File: config.mk
export PLATFORM = sky130hd
export DESIGN_NAME = mem_access
export DESIGN_NICKNAME = d
export VERILOG_FILES = /design/src/rtl/riscv_pkg.sv /design/src/rtl/load_align.sv /design/src/rtl/mem_access.sv
export SDC_FILE = /design/constraint.sdc
export NUM_CORES = 1
export LEC_CHECK = 0
export ABC_CLOCK_PERIOD_IN_PS = 3000
export CAP_MARGIN = 40
export CORE_MARGIN = 1.5
export CORE_UTILIZATION = 30
export CTS_CLUSTER_SIZE = 20
export DETAILED_ROUTE_END_ITERATION = 7
export SYNTH_ARGS = -nofsm -noshare
export SYNTH_HDL_FRONTEND = slang
export SYNTH_SLANG_ARGS = --single-unit
File: constraint.sdc
create_clock -name clk -period 3 [get_ports clk]
set_input_delay 0.6 -clock clk [delete_from_list [all_inputs] [get_ports clk]]
set_output_delay 0.6 -clock clk [all_outputs]
set_load 0.05 [all_outputs]
File: src/rtl/riscv_pkg.sv
`default_nettype none
// ------------------------------------------------------------------
// riscv_pkg: load/store width codes, MEM-stage FSM encoding, lane helpers
// Rev 1.0
// ------------------------------------------------------------------
package riscv_pkg;

  localparam logic [2:0] F3_B  = 3'b000;
  localparam logic [2:0] F3_H  = 3'b001;
  localparam logic [2:0] F3_W  = 3'b010;
  localparam logic [2:0] F3_BU = 3'b100;
  localparam logic [2:0] F3_HU = 3'b101;

  localparam logic [1:0] SZ_B = 2'b00;
  localparam logic [1:0] SZ_H = 2'b01;

  localparam logic [0:0] S_IDLE = 1'b0;
  localparam logic [0:0] S_WAIT = 1'b1;

  function automatic logic is_misaligned(input logic [1:0] size, input logic [1:0] addr_lo);
    logic r;
    case (size)
      SZ_B:    r = 1'b0;
      SZ_H:    r = addr_lo[0];
      default: r = (addr_lo != 2'b00);
    endcase
    return r;
  endfunction

  function automatic logic [3:0] byte_en(input logic [1:0] size, input logic [1:0] addr_lo);
    logic [3:0] be;
    case (size)
      SZ_B:    be = 4'b0001 << addr_lo;
      SZ_H:    be = addr_lo[1] ? 4'b1100 : 4'b0011;
      default: be = 4'b1111;
    endcase
    return be;
  endfunction

  // Replicate the store operand across every lane it could land in.
  function automatic logic [31:0] store_lanes(input logic [1:0] size, input logic [31:0] data);
    logic [31:0] w;
    case (size)
      SZ_B:    w = {4{data[7:0]}};
      SZ_H:    w = {2{data[15:0]}};
      default: w = data;
    endcase
    return w;
  endfunction

endpackage
`default_nettype wire

File: src/rtl/load_align.sv
`default_nettype none
// ------------------------------------------------------------------
// load_align: select byte/half from a read word and sign/zero-extend
// Rev 1.0
// ------------------------------------------------------------------
module load_align
  import riscv_pkg::*;
(
  input  logic [31:0] rdata,
  input  logic [1:0]  addr_lo,
  input  logic [2:0]  funct3,
  output logic [31:0] data
);

  logic [7:0]  sel_byte;
  logic [15:0] sel_half;

  always_comb begin
    sel_byte = rdata[{addr_lo, 3'b000} +: 8];
    sel_half = rdata[{addr_lo[1], 4'b0000} +: 16];
    case (funct3)
      F3_B:    data = {{24{sel_byte[7]}}, sel_byte};
      F3_BU:   data = {24'd0, sel_byte};
      F3_H:    data = {{16{sel_half[15]}}, sel_half};
      F3_HU:   data = {16'd0, sel_half};
      default: data = rdata;
    endcase
  end

endmodule
`default_nettype wire

File: src/rtl/mem_access.sv
`default_nettype none
// ------------------------------------------------------------------
// mem_access: MEM-stage load/store unit with variable-latency ready handshake
// Rev 1.0
// ------------------------------------------------------------------
module mem_access
  import riscv_pkg::*;
#(
  parameter int TIMEOUT_CYCLES = 16,
  parameter int CNT_W          = 5
) (
  input  logic        clk,
  input  logic        rst,
  input  logic        in_valid,
  input  logic [4:0]  rd_from_ex,
  input  logic        write_reg_from_ex,
  input  logic        read_mem_from_ex,
  input  logic        write_mem_from_ex,
  input  logic [2:0]  funct3_from_ex,
  input  logic [31:0] result_from_ex,
  input  logic [31:0] store_data_from_ex,
  output logic        mem_req,
  output logic        mem_we,
  output logic [31:0] mem_addr,
  output logic [3:0]  mem_be,
  output logic [31:0] mem_wdata,
  input  logic        mem_ready,
  input  logic [31:0] mem_rdata,
  output logic        stall_out,
  output logic [4:0]  rd_to_wb,
  output logic        write_reg_to_wb,
  output logic        read_mem_to_wb,
  output logic [31:0] result_to_wb,
  output logic [31:0] load_data_to_wb,
  output logic        out_valid,
  output logic        misalign,
  output logic        bus_err
);

  localparam logic [CNT_W-1:0] LAST_CNT = CNT_W'(TIMEOUT_CYCLES - 1);

  logic [0:0]       state;
  logic [CNT_W-1:0] cnt;
  logic [31:0]      op_addr;
  logic [2:0]       op_f3;
  logic [4:0]       op_rd;
  logic             op_wr;
  logic             op_load;
  logic [31:0]      aligned_data;
  logic             is_mem;
  logic [1:0]       size;

  assign is_mem    = read_mem_from_ex | write_mem_from_ex;
  assign size      = funct3_from_ex[1:0];
  assign stall_out = (state == S_WAIT);

  load_align u_load_align (
    .rdata   (mem_rdata),
    .addr_lo (op_addr[1:0]),
    .funct3  (op_f3),
    .data    (aligned_data)
  );

  always_ff @(posedge clk) begin
    if (!rst) begin
      state           <= S_IDLE;
      cnt             <= '0;
      op_addr         <= '0;
      op_f3           <= '0;
      op_rd           <= '0;
      op_wr           <= 1'b0;
      op_load         <= 1'b0;
      mem_req         <= 1'b0;
      mem_we          <= 1'b0;
      mem_addr        <= '0;
      mem_be          <= '0;
      mem_wdata       <= '0;
      rd_to_wb        <= '0;
      write_reg_to_wb <= 1'b0;
      read_mem_to_wb  <= 1'b0;
      result_to_wb    <= '0;
      load_data_to_wb <= '0;
      out_valid       <= 1'b0;
      misalign        <= 1'b0;
      bus_err         <= 1'b0;
    end else begin
      // Writeback bundle is a bubble unless a branch below fills it.
      rd_to_wb        <= '0;
      write_reg_to_wb <= 1'b0;
      read_mem_to_wb  <= 1'b0;
      result_to_wb    <= '0;
      load_data_to_wb <= '0;
      out_valid       <= 1'b0;
      misalign        <= 1'b0;
      bus_err         <= 1'b0;

      if (state == S_WAIT) begin
        if (mem_ready) begin
          state        <= S_IDLE;
          mem_req      <= 1'b0;
          mem_we       <= 1'b0;
          mem_addr     <= '0;
          mem_be       <= '0;
          mem_wdata    <= '0;
          out_valid    <= 1'b1;
          rd_to_wb     <= op_rd;
          result_to_wb <= op_addr;
          if (op_load) begin
            write_reg_to_wb <= op_wr;
            read_mem_to_wb  <= 1'b1;
            load_data_to_wb <= aligned_data;
          end
        end else if (cnt == LAST_CNT) begin
          state        <= S_IDLE;
          mem_req      <= 1'b0;
          mem_we       <= 1'b0;
          mem_addr     <= '0;
          mem_be       <= '0;
          mem_wdata    <= '0;
          out_valid    <= 1'b1;
          bus_err      <= 1'b1;
          rd_to_wb     <= op_rd;
          result_to_wb <= op_addr;
        end else begin
          cnt <= cnt + 1'b1;
        end
      end else if (in_valid) begin
        if (!is_mem) begin
          out_valid       <= 1'b1;
          rd_to_wb        <= rd_from_ex;
          write_reg_to_wb <= write_reg_from_ex;
          result_to_wb    <= result_from_ex;
        end else if (is_misaligned(size, result_from_ex[1:0])) begin
          out_valid    <= 1'b1;
          misalign     <= 1'b1;
          rd_to_wb     <= rd_from_ex;
          result_to_wb <= result_from_ex;
        end else begin
          state     <= S_WAIT;
          cnt       <= '0;
          op_addr   <= result_from_ex;
          op_f3     <= funct3_from_ex;
          op_rd     <= rd_from_ex;
          op_wr     <= write_reg_from_ex;
          op_load   <= read_mem_from_ex & ~write_mem_from_ex;
          mem_req   <= 1'b1;
          mem_we    <= write_mem_from_ex;
          mem_addr  <= {result_from_ex[31:2], 2'b00};
          mem_be    <= byte_en(size, result_from_ex[1:0]);
          mem_wdata <= store_lanes(size, store_data_from_ex);
        end
      end
    end
  end

endmodule
`default_nettype wire

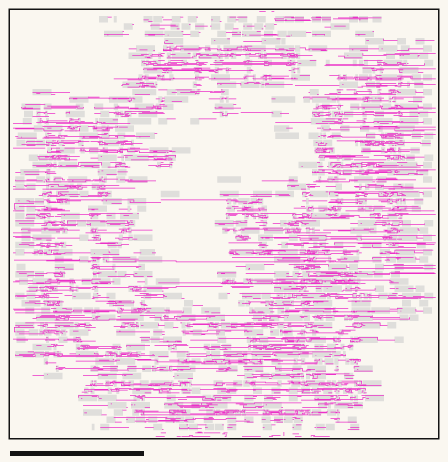
**Above:** signal wires on met1.
Bar = 50 µm. Cells faint in the background.
The wires run mostly horizontal. 1045 nets have wire on it.

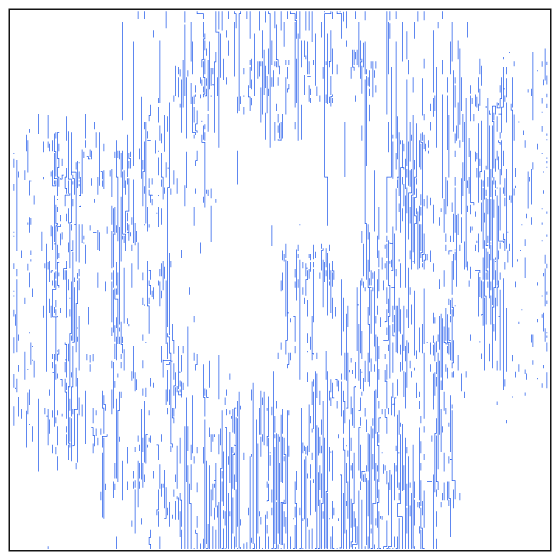
**Above:** met2 routing.
1001 nets have wire on it. The layer carries 10800 µm of wire. The layer holds 46% of the routed length. The longest straight run is 52.4 µm.

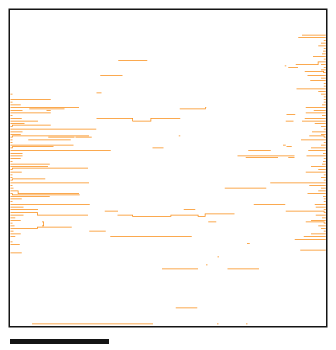
**Above:** M3 wires.
Bar = 50 µm.
The longest straight run is 61.0 µm. 159 nets have wire on it.

==> results.txt <==
The flow completed. The run finished with clean final reports. The cell sitting at the root of the clock tree is a clkbuf_16. Count of distinct cell types in the synthesized netlist landed at 45. Overall power of the completed layout landed at 6.022 mW. On the critical path, the stage with the largest delay is an instance of clkdlybuf4s50_1. Switching power total landed at 1.819 mW. VDD sags by at most 0.3119 mV.

The synthesis stats list as the most numerous cell dfxtp_1. Maximum buffer depth of the clock tree landed at 2. For reference, the critical path is launched at result_from_ex[1].

In this run, placement finished with an instance count of 1367. The top cell type in the final layout, fill and taps aside, is clkdlybuf4s50_1. The number of clock sinks came to 190. Entering global routing, the biggest net connects 66 pins. Full die area landed at 25560 µm².

For this run, the number of Yosys warnings is 0. Vertical die dimension landed at 159.9 µm. Post-synthesis cell count from yosys landed at 850. The final report lists the setup-violating endpoint count as 0.

556 cells are multi-input combinational gates. Of the cells placed in the final design, the portion with a size suffix greater than 1 is 0.07256. Of the post-synthesis cell area, the part taken by muxes is 0.04559. The critical path contains buffers and inverters numbering 2 combined. Area fraction in and, or, nand and nor cells landed at 0.1876. Filler-free cell count of the finished design landed at 1399. Sequential power for this build is 2.66 mW. Slack of the worst reg-to-reg path landed at 0.84 ns.

Share of final layout cell area taken by clock buffers and inverters landed at 0.05686. The OpenROAD report gives the critical path a data arrival time of 2.73 ns. Across all setup checks in the final design, the least slack found is 0.5794 ns. The most critical min-delay path falls under register to register. STA shows the worst min-delay path finishing at mem_wdata[28]$_SDFFE_PN0P_. Normalized max-slew margin landed at 0.5422. For this block, the via count after detailed routing is 7049. TritonCTS built the clock tree.

Overall fraction of global-route tracks in use landed at 0.1820. In this run the most critical hold path is launched from mem_wdata[28]$_SDFFE_PN0P_. Layout overhead on the synthesized area landed at 47.53%. The report lists the number of standard-cell rows as 57.

For reference, the critical path cell chain is clkdlybuf4s50_1, o21ai_0, o2111ai_4, buf_4, nand4_1, o21ai_0. The global routing stage identified its most utilized layer as met2. The main area contributors are dfxtp_1, nand2_1, nand3_1. Register share of total power landed at 0.442. The final antenna diode tally reported by the flow is 0. Async set or reset register ratio after synthesis landed at 0.

The first routing iteration left 450 violations. The worst setup path is captured at a register. By instance count, the cell type seen most on the critical path is o21ai_0. Registers represent a cell area share of 0.3492.
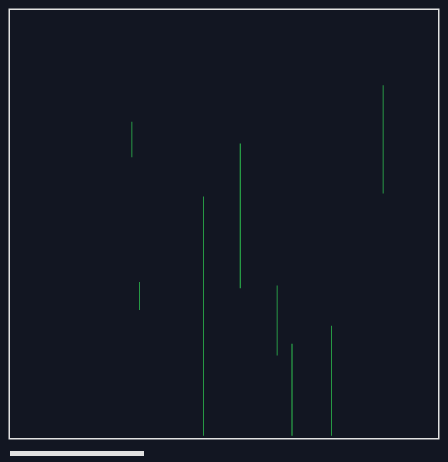
**Above:** M4 wires.
Bar = 50 µm.
5 nets have wire on it. The longest straight run is 89.1 µm.

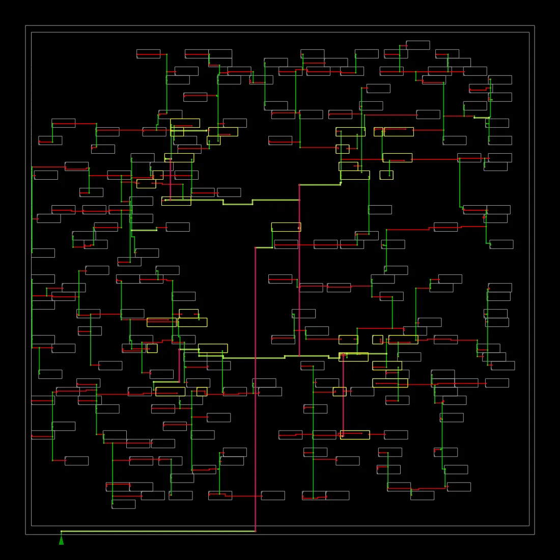
**Above:** the clock network.
final-layout clock buffer total: 17
clock latency on the worst-skew pair: 0.44 ns
total clock buffers created by CTS: 17
FF+latch count: 190

Power and IR drop assume default switching activity.
